[src/rtl/dem_updown_mod.sv]
// dem_updown_mod: up/down counter with programmable modulus.
// Supports wrap or saturate at the boundaries, synchronous clear and load,
// and a count enable. tc is combinational so counters can be cascaded; ovf is
// a registered one-cycle pulse that marks every enabled boundary step.
module dem_updown_mod #(
   parameter int N       = 8,
   parameter int MAX_VAL = 2**N - 1,
   parameter int INIT    = 0
) (
   input  logic         clk,
   input  logic         reset,   // asynchronous, active low
   input  logic         en,
   input  logic         ud,      // 0 = up, 1 = down
   input  logic         mode,    // 0 = wrap, 1 = saturate
   input  logic         clr,
   input  logic         load,
   input  logic [N-1:0] d,
   output logic [N-1:0] q,
   output logic         tc,
   output logic         ovf
);

   // Comparisons are made one bit wider than the count. This keeps a load
   // value above MAX_VAL from wrapping around in an N-bit compare.
   localparam logic [N:0]   MAX_EXT  = (N+1)'(MAX_VAL);
   localparam logic [N-1:0] MAX_Q    = N'(MAX_VAL);
   localparam logic [N-1:0] INIT_Q   = N'(INIT);
   localparam logic [N-1:0] ZERO_Q   = '0;
   localparam logic [N-1:0] ONE_Q    = N'(1);

   logic [N-1:0] q_q,   q_d;
   logic         ovf_q, ovf_d;
   logic [N:0]   q_ext;
   logic [N:0]   d_ext;
   logic         at_max;
   logic         at_zero;

   assign q_ext   = {1'b0, q_q};
   assign d_ext   = {1'b0, d};
   assign at_max  = (q_ext >= MAX_EXT);
   assign at_zero = (q_q == ZERO_Q);

   // Next-state logic. clr has priority over load, load over en, and en over hold.
   always_comb begin
      q_d   = q_q;
      ovf_d = 1'b0;
      if (clr) begin
         q_d = ZERO_Q;
      end else if (load) begin
         q_d = (d_ext > MAX_EXT) ? MAX_Q : d;
      end else if (en) begin
         if (!ud) begin
            if (!at_max) begin
               // Cannot overflow N bits: q is strictly below MAX_VAL here
               q_d = q_q + ONE_Q;
            end else begin
               q_d   = mode ? MAX_Q : ZERO_Q;
               ovf_d = 1'b1;
            end
         end else begin
            if (!at_zero) begin
               q_d = q_q - ONE_Q;
            end else begin
               q_d   = mode ? ZERO_Q : MAX_Q;
               ovf_d = 1'b1;
            end
         end
      end
   end

   // Count and boundary-pulse registers. Reset also cancels any pending ovf.
   always_ff @(posedge clk or negedge reset) begin
      if (!reset) begin
         q_q   <= INIT_Q;
         ovf_q <= 1'b0;
      end else begin
         q_q   <= q_d;
         ovf_q <= ovf_d;
      end
   end

   // Terminal count follows ud directly, so a cascaded digit sees the carry
   // on the same edge that this digit wraps.
   assign tc  = ud ? at_zero : at_max;
   assign q   = q_q;
   assign ovf = ovf_q;

endmodule

[config.mk]
export PLATFORM = sky130hd
export DESIGN_NAME = dem_updown_mod
export DESIGN_NICKNAME = d
export VERILOG_FILES = /design/src/rtl/dem_updown_mod.sv
export SDC_FILE = /design/constraint.sdc
export NUM_CORES = 1
export LEC_CHECK = 0
export ABC_AREA = 1
export CAP_MARGIN = 20
export CORE_MARGIN = 2
export CORE_UTILIZATION = 25
export DETAILED_ROUTE_END_ITERATION = 10
export MAX_ROUTING_LAYER = met4
export PLACE_DENSITY_LB_ADDON = 0.12
export SETUP_SLACK_MARGIN = 0.1
export SLEW_MARGIN = 10
export SYNTH_ARGS = -nofsm -noshare
export SYNTH_HDL_FRONTEND = slang
export SYNTH_SLANG_ARGS = --single-unit
[constraint.sdc]
create_clock -name clk -period 4.2 [get_ports clk]
set_input_delay 0.84 -clock clk [delete_from_list [all_inputs] [get_ports clk]]
set_output_delay 0.84 -clock clk [all_outputs]
set_load 0.03 [all_outputs]
==> reports/qor.txt, run 1 <==
Outcome - complete, no violations
Tool warning count - 28
Final hold violation count - 0
GP Congestion - 0.822
Post-DR vias/cell - 4.47
Hold Crit Class - flop to flop
Worst-margin pin slew - 0.547 ns
Die width - 67.5 um
Global-route wire length before repair - 4550 um
Max Transition Viols Final - 0
Grt ovf - 0
Top area cell types - nand2_1, dfrtp_1, nor2_1
Post-route setup TNS - 0 ns
CP Data Arrival Time - 2.64 ns
Die ar. - 4550 um2
CTS tree - done
RSZ-0062 raised after global routing - no
Netlist cell types - 25
Post-CTS setup buffer count - 0
Final #Nets - 208
Yosys cell count - 168
Cell taking the most area after synthesis - nand2_1
Yosys xor share - 0.0261
Layout Skew - 0.00492 ns
Crit path capture type - output pin
Post-Place Worst Slack - 0.744 ns
FP Util - 0.255
Residual DRC count - 0
Worst path buffer plus inverter count - 4
Critical Path RT - 3.36 ns
# rows - 23
Synth Net Count - 186
Largest net degree at the start of global routing - 16
Setup CP Type - primary input to output pin
[run 1: tightest hold or removal path, cell delays in order (launching register included)]
cell	delay [ns]
dfrtp_1	0.43
nand2_1	0.07
nand2_1	0.06
[run 1: synth_stat cells, drive strengths merged]
| master | instances |
|---|---|
| a21oi | 2 |
| buf | 7 |
| dfrtp | 9 |
| ha | 3 |
| inv | 16 |
| nand2 | 67 |
| nand3 | 18 |
| nand4 | 2 |
| nor2 | 31 |
| nor3 | 1 |
| nor4 | 1 |
| o21ai | 5 |
| o21bai | 1 |
| or2 | 2 |
| xnor2 | 1 |
| xor2 | 2 |
[run 1: per-stage QoR]
step                      cell area (um2)  instances
after floorplan                      1010        168
after global placement               1250        235
after detailed placement             1250        235
after CTS                            1300        239
after global routing                 1300        239
final                                1300        239
[run 1: final cells by class]
class | count | area, um2 | area share
multi-input cells | 136 | 664 | 0.512
repair buffers | 24 | 240 | 0.185
flip-flops and latches | 9 | 225 | 0.174
well taps | 50 | 62.6 | 0.0482
inverters | 16 | 60.1 | 0.0463
clock buffers | 4 | 45.0 | 0.0347
[run 1: metal layers]
metal,GRT usage,vias to the layer above,part of all wire
met3,0.0167,6,0.026
met4,0.0740,0,0.020
met5,-,-,0
li1,-,559,-
met1,0.167,476,0.48
met2,0.214,27,0.48
[run 1: cells in the final DEF, fill, tap and decap left out, types with 2 or more instances in the layout]
master / instances
nand4_1: 2
nand2_1: 64
nor2_1: 25
nand3_1: 18
clkdlybuf4s50_1: 24
xor2_1: 2
o21ai_0: 4
nor2_2: 3
ha_1: 3
nand2_2: 3
inv_1: 14
clkbuf_8: 3
dfrtp_1: 9
inv_2: 2
nor2_4: 3
[run 1: cell families (layout without fill, tap and decap cells)]
kind of cell	count (synthesis)	in the layout
adder cells (fa/ha/maj)	3	3
AND/OR/NAND/NOR	122	122
flip-flops	9	9
buffers and inverters	23	44
AND-OR/OR-AND	8	8
XOR/XNOR	3	3
[run 1: where the power goes]
group	internal, mW	switching, mW
clock	0.0663	0.0362
combinational	0.0632	0.0866
sequential	0.0950	0.0221
[run 1: worst paths after layout]
check / from / to / slack [ns] / cells past startpoint
max: ud / tc / 0.72 / 6
min: q[1]$_DFFE_PN0P_ / q[1]$_DFFE_PN0P_ / 0.60 / 2
max reg2reg: q[0]$_DFFE_PN0P_ / q[7]$_DFFE_PN0P_ / 2.48 / 10
min reg2reg: q[1]$_DFFE_PN0P_ / q[1]$_DFFE_PN0P_ / 0.60 / 2
max in group asynchronous: reset / q[4]$_DFFE_PN0P_ / 2.98 / 1
min in group asynchronous: reset / q[3]$_DFFE_PN0P_ / 0.91 / 1
[run 1: sequential cells by signal, summed over array words and instances, names as in the netlist]
signal,cells
ovf,1
q,8
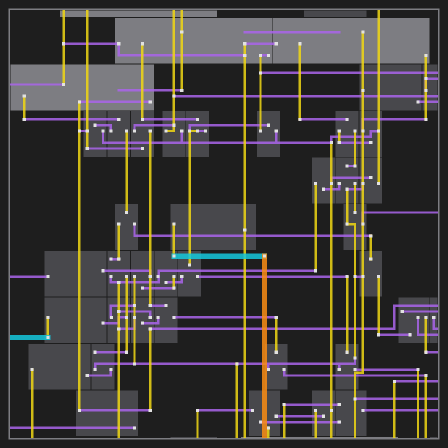
Run 1: layout detail
Window x 4 to 29, y 38 to 63 um. Cells in gray, sequential cells in the stronger gray; small squares are vias.
layer	color
M4	orange
M2	yellow
M3	cyan
M1	purple
most frequent	nand2_1 (17), nor2_1 (8), clkdlybuf4s50_1 (5)
cells with their middle in the window	37
sequential cells in the window	3
netlist names of flops here include	`q` (3)

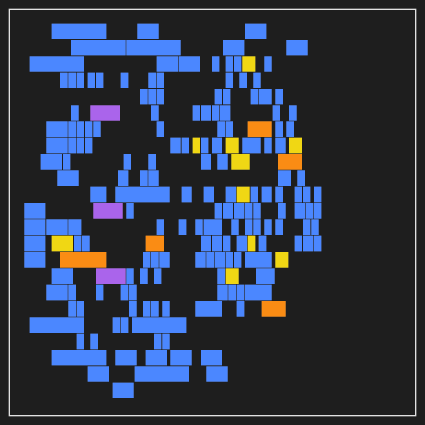
Run 1: cell sizes after repair
Drawn at 6 px/um.
size	color	cells
x6 and larger	purple	3
x1 and smaller	blue	171
x2	yellow	10
x3 and x4	orange	5

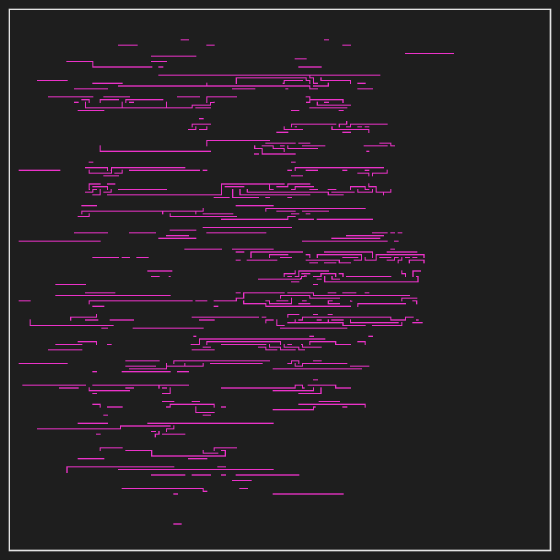
Run 1: metal 1
Drawn at 8 px/um.
nets with wire on the layer	181
longest straight run	27.6 um

Run 1, placement by cell class:
Drawn at 6 px/um.
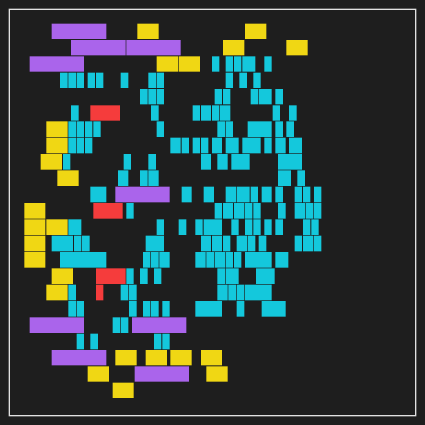

--- run 2 (diff from run 1) ---
==> constraint.sdc (replaced) <==
create_clock -name clk -period 3.3 [get_ports clk]
set_input_delay 0.66 -clock clk [delete_from_list [all_inputs] [get_ports clk]]
set_output_delay 0.66 -clock clk [all_outputs]
set_load 0.03 [all_outputs]
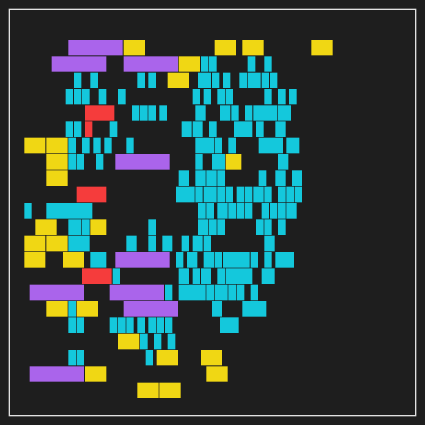
Run 2: placement by cell class
Drawn at 6 px/um.
class	color	cells	share of their area
remaining buffers and delay cells	yellow	26	20%
clock drivers and dummy loads	red	4	3.6%
registers	purple	9	18%
remaining logic cells	cyan	152	58%
fraction of area in registers: 0.172
core area: 3940 um2
# rows: 23
fin util: 0.333
final instance area: 1310 um2

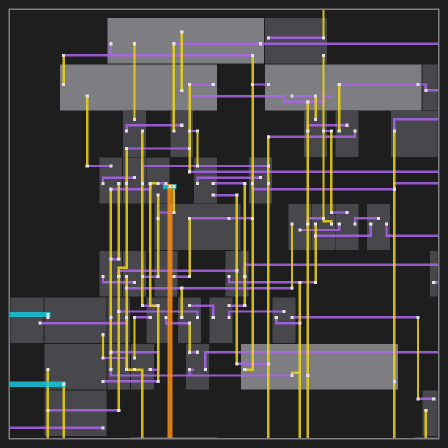
Run 2: layout detail
Window x 4 to 29, y 38 to 63 um. Cells in gray, sequential cells in the stronger gray; small squares are vias.

==> reports/qor.txt, run 2 <==
Clock Power Share - 0.270 (-0.008)
Global-route wire length before repair - 4460 um (-2.1%)
Yosys cell count - 168 (unchanged)
CP Data Arrival Time - 2.32 ns (-0.32 ns)
Cell with the most instances after synthesis - nand2_1
Primary FF master, synth - dfrtp_1
Critical Path RT - 2.64 ns (-0.72 ns)
Post-route met1 wirelength - 1220 um (-4.2%)
Post-route setup TNS - 0 ns (unchanged)
FP Util - 0.255 (unchanged)
Post-DR vias/cell - 4.39 (-1.7%)
Top cell excl fill/tap - nand2_1
Final #Nets - 210 (+0.96%)
Placed cell area - 1270 um2 (+1.2%)
Max Used Layer - met4
RSZ-0062 raised after global routing - no
WL met2 - 1300 um (+1.6%)
Gate Area - 664 um2 (unchanged)
Most frequent cells in the layout - nand2_1, nor2_1, clkdlybuf4s50_1
Post-CTS setup buffer count - 0 (unchanged)
Residual DRC count - 0 (unchanged)
Die width - 67.5 um (unchanged)
Number of synthesized flops with an enable pin - 0 (unchanged)
Proportion of layout cells with a drive suffix above 1 - 0.105
Layout Skew - 0.00240 ns (-0.00252 ns)
Post-Place Worst Slack - 0.317 ns (-0.427 ns)
Outcome - complete, no violations
Largest net degree at the start of global routing - 16 (unchanged)
Hold Crit Class - flop to flop
Netlist cell types - 25 (unchanged)
Crit path capture type - output pin
Placed Cells - 237 (+0.85%)
Sw Share - 0.387 (-0.00512)
Tool warning count - 28 (unchanged)
Synth cell count leaders - nand2_1, nor2_1, nand3_1
DR WL met3 - 83 um (+19%)
CTS tree - done
Pint - 0.288 mW (+28%)
Max Transition Viols Final - 0 (unchanged)
Setup CP Type - primary input to output pin
GP Congestion - 0.911 (+11%)
Register Area - 225 um2 (unchanged)
Seq pwr share - 0.317 (about the same)
Worst path buffer plus inverter count - 3 (-1)
Final hold violation count - 0 (unchanged)
Cell taking the most area after synthesis - nand2_1
Synth Net Count - 186 (unchanged)
Layout Cells excl Fill - 241 (+0.84%)
-- run 2: cell counts after synthesis --
No cell type changed its count.
-- run 2: metrics by stage --
step / hold slack, ns / utilization
finish: 0.597 / 0.333
global route: 0.631 / 0.333
CTS: 0.595 / 0.333
detailed placement: 0.584 / 0.321
global placement: 0.591 / 0.321
floorplan: 0.364 / -
-- run 2: logic make-up (layout without fill, tap and decap cells) --
kind of cell / count (synthesis) / after routing / share of synthesized area
compound gates: 8 / 8 / 0.0460
simple gates: 122 / 122 / 0.550
xor+xnor: 3 / 3 / 0.0261
buf+inv: 23 / 46 / 0.117
flops: 9 / 9 / 0.224
fa+ha+maj: 3 / 3 / 0.0373
-- run 2: path summary, 6_finish.rpt --
path | from | end | slack, ns | cells past startpoint
hold reg to reg | q[1]$_DFFE_PN0P_ | q[1]$_DFFE_PN0P_ | 0.60 | 2
setup reg to reg | q[0]$_DFFE_PN0P_ | q[7]$_DFFE_PN0P_ | 1.63 | 11
setup / recovery | ud | tc | 0.32 | 5
max in group asynchronous | reset | q[0]$_DFFE_PN0P_ | 2.27 | 1
min in group asynchronous | reset | q[5]$_DFFE_PN0P_ | 0.74 | 1
hold / removal | q[1]$_DFFE_PN0P_ | q[1]$_DFFE_PN0P_ | 0.60 | 2
-- run 2: cell type report --
type	count	area share
tap	50	0.0477
sequential	9	0.172
clock buffer	4	0.0343
timing repair buffer	26	0.194
multi-input combinational	136	0.506
inverter	16	0.0458
-- run 2: tightest hold or removal path, cell delays in order, from the launching register on --
cell	delay, ns
dfrtp_1	0.43
nand2_1	0.07
nand2_1	0.06
-- run 2: power groups by stage --
| stage | Clock, mW | Sequential [mW] | Combinational (mW) |
|---|---|---|---|
| after global routing | 0.134 | 0.152 | 0.215 |
| after CTS | 0.130 | 0.149 | 0.196 |
| after global placement | 0 | 0.151 | 0.196 |
| final | 0.127 | 0.149 | 0.194 |
| after floorplan | 0 | 0.153 | 0.128 |
| after detailed placement | 0 | 0.150 | 0.195 |
-- run 2: per-layer routing --
layer	vias to the layer above	GRT usage
met5	-	-
met3	7	0.0150
li1	565	-
met2	24	0.230
met4	0	0.0638
met1	463	0.150
--- run 3 (diff from run 2) ---
--- a/config.mk
+++ b/config.mk
@@ -8,11 +8,10 @@
 export ABC_AREA = 1
 export CAP_MARGIN = 20
 export CORE_MARGIN = 2
-export CORE_UTILIZATION = 25
+export CORE_UTILIZATION = 45
 export DETAILED_ROUTE_END_ITERATION = 10
 export MAX_ROUTING_LAYER = met4
 export PLACE_DENSITY_LB_ADDON = 0.12
-export SETUP_SLACK_MARGIN = 0.1
 export SLEW_MARGIN = 10
 export SYNTH_ARGS = -nofsm -noshare
 export SYNTH_HDL_FRONTEND = slang
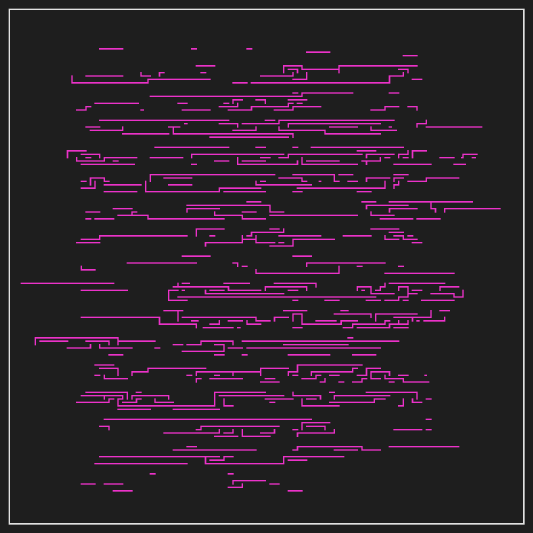
Run 3: metal 1
Drawn at 10 px/um.
routed vias: 1092
WL final: 2450 um

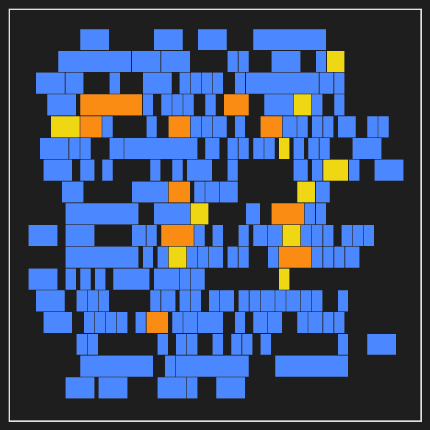
Run 3: cell sizes after repair
Drawn at 8 px/um.
size	color	cells
x1 and smaller	blue	171
x3 and x4	orange	10
x2	yellow	10

==> reports/qor.txt, run 3 <==
Max Transition Viols Final - 0 (unchanged)
Max incr delay on CP - 0.66 ns
Outcome - complete, no violations
Wire per inst - 11.2 um
FP Util - 0.464 (+0.209)
Primary FF master, synth - dfrtp_1
Antenna Nets Post-Route - 0
Crit path capture type - output pin
Tool warning count - 28 (unchanged)
Final #Nets - 210 (unchanged)
Startpoint types - flop
Most frequent cells in the layout - nand2_1, nor2_1, clkdlybuf4s50_1
RSZ-0062 raised after global routing - no
# rows - 17 (-26%)
Vias in the first global route - 939
Largest net degree at the start of global routing - 16 (unchanged)
Setup CP Type - flop to output pin
Filler cells - 224
Final setup viols - 0
Die width - 51.3 um (-24%)
Proportion of layout cells with a drive suffix above 1 - 0.105 (unchanged)
Cell with the most instances after synthesis - nand2_1
Post-CTS setup buffer count - 0 (unchanged)
WHS Path Cells - 2 (unchanged)
Critical Path RT - 2.64 ns (about the same)
CP Data Arrival Time - 2.36 ns (+0.04 ns)
Cell taking the most area after synthesis - nand2_1
Instance count on the critical path - 7 (+2)
Yosys cell count - 168 (unchanged)
Netlist cell types - 25 (unchanged)
Synth cell count leaders - nand2_1, nor2_1, nand3_1
CTS tree - done
Final hold violation count - 0 (unchanged)
Residual DRC count - 0 (unchanged)
Post-route setup TNS - 0 ns (unchanged)
Post-Place Worst Slack - 0.312 ns (-0.00513 ns)
Synth Net Count - 186 (unchanged)
Layout Skew - 0.00180 ns (-0.000605 ns)
FF-to-FF path depth - 9 (-2)
GP Congestion - 0.924 (+1.4%)
Core area - 2170 um2 (-45%)
Number of synthesized flops with an enable pin - 0 (unchanged)
Hold Crit Class - flop to flop
Post-DR vias/cell - 4.99 (+13%)
Sequential share of the synthesized area - 0.224
[run 3: cell families after synthesis]
group	after synthesis	share of synthesized area
xor+xnor	3	0.0261
flops	9	0.224
buf+inv	23	0.117
fa+ha+maj	3	0.0373
simple gates	122	0.550
compound gates	8	0.0460
[run 3: area by class of cell]
type                    instances  area (um2)  share of cell area
clock buffers                   4        26.3              0.0208
inverters                      16        60.1              0.0474
multi-input cells             136         664               0.525
flip-flops and latches          9         225               0.178
well taps                      28        35.0              0.0277
repair buffers                 26         255               0.202
[run 3: final timing paths]
path	startpoint	endpoint	slack, ns
hold / removal	q[1]$_DFFE_PN0P_	q[1]$_DFFE_PN0P_	0.59
setup reg to reg	q[0]$_DFFE_PN0P_	q[4]$_DFFE_PN0P_	1.60
max in group asynchronous	reset	q[0]$_DFFE_PN0P_	2.30
setup / recovery	q[0]$_DFFE_PN0P_	tc	0.28
min in group asynchronous	reset	q[5]$_DFFE_PN0P_	0.70
hold reg to reg	q[1]$_DFFE_PN0P_	q[1]$_DFFE_PN0P_	0.59
[run 3: per-layer routing]
metal / GRT usage / up-vias / part of all wire / routed length [um]
met5: - / - / 0 / 0
met4: 0.0789 / 0 / 0.011 / 28
met3: 0.0263 / 4 / 0.052 / 127
met2: 0.335 / 35 / 0.47 / 1140
met1: 0.285 / 488 / 0.47 / 1150
li1: - / 565 / - / -
[run 3: where the power goes]
group | total, mW | internal [mW] | switching, mW | leakage [nW]
Combinational | 0.189 | 0.0823 | 0.107 | 0.493
Sequential | 0.148 | 0.120 | 0.0273 | 0.116
Clock | 0.0923 | 0.0468 | 0.0455 | 0.0150
[run 3: worst min-delay path: cells and delay by family (launching register included)]
family | cells | cell delay, ns
flip-flops | 1 | 0.43
AND/OR/NAND/NOR | 2 | 0.13
[run 3: through the flow]
| stage | hold slack [ns] | utilization | cell area, um2 | instances |
|---|---|---|---|---|
| CTS | 0.595 | 0.584 | 1270 | 219 |
| detailed placement | 0.574 | 0.572 | 1240 | 215 |
| floorplan | 0.364 | - | 1010 | 168 |
| finish | 0.594 | 0.584 | 1270 | 219 |
| global placement | 0.556 | 0.572 | 1240 | 215 |
| global route | 0.615 | 0.584 | 1270 | 219 |
Power and IR drop assume default switching activity.
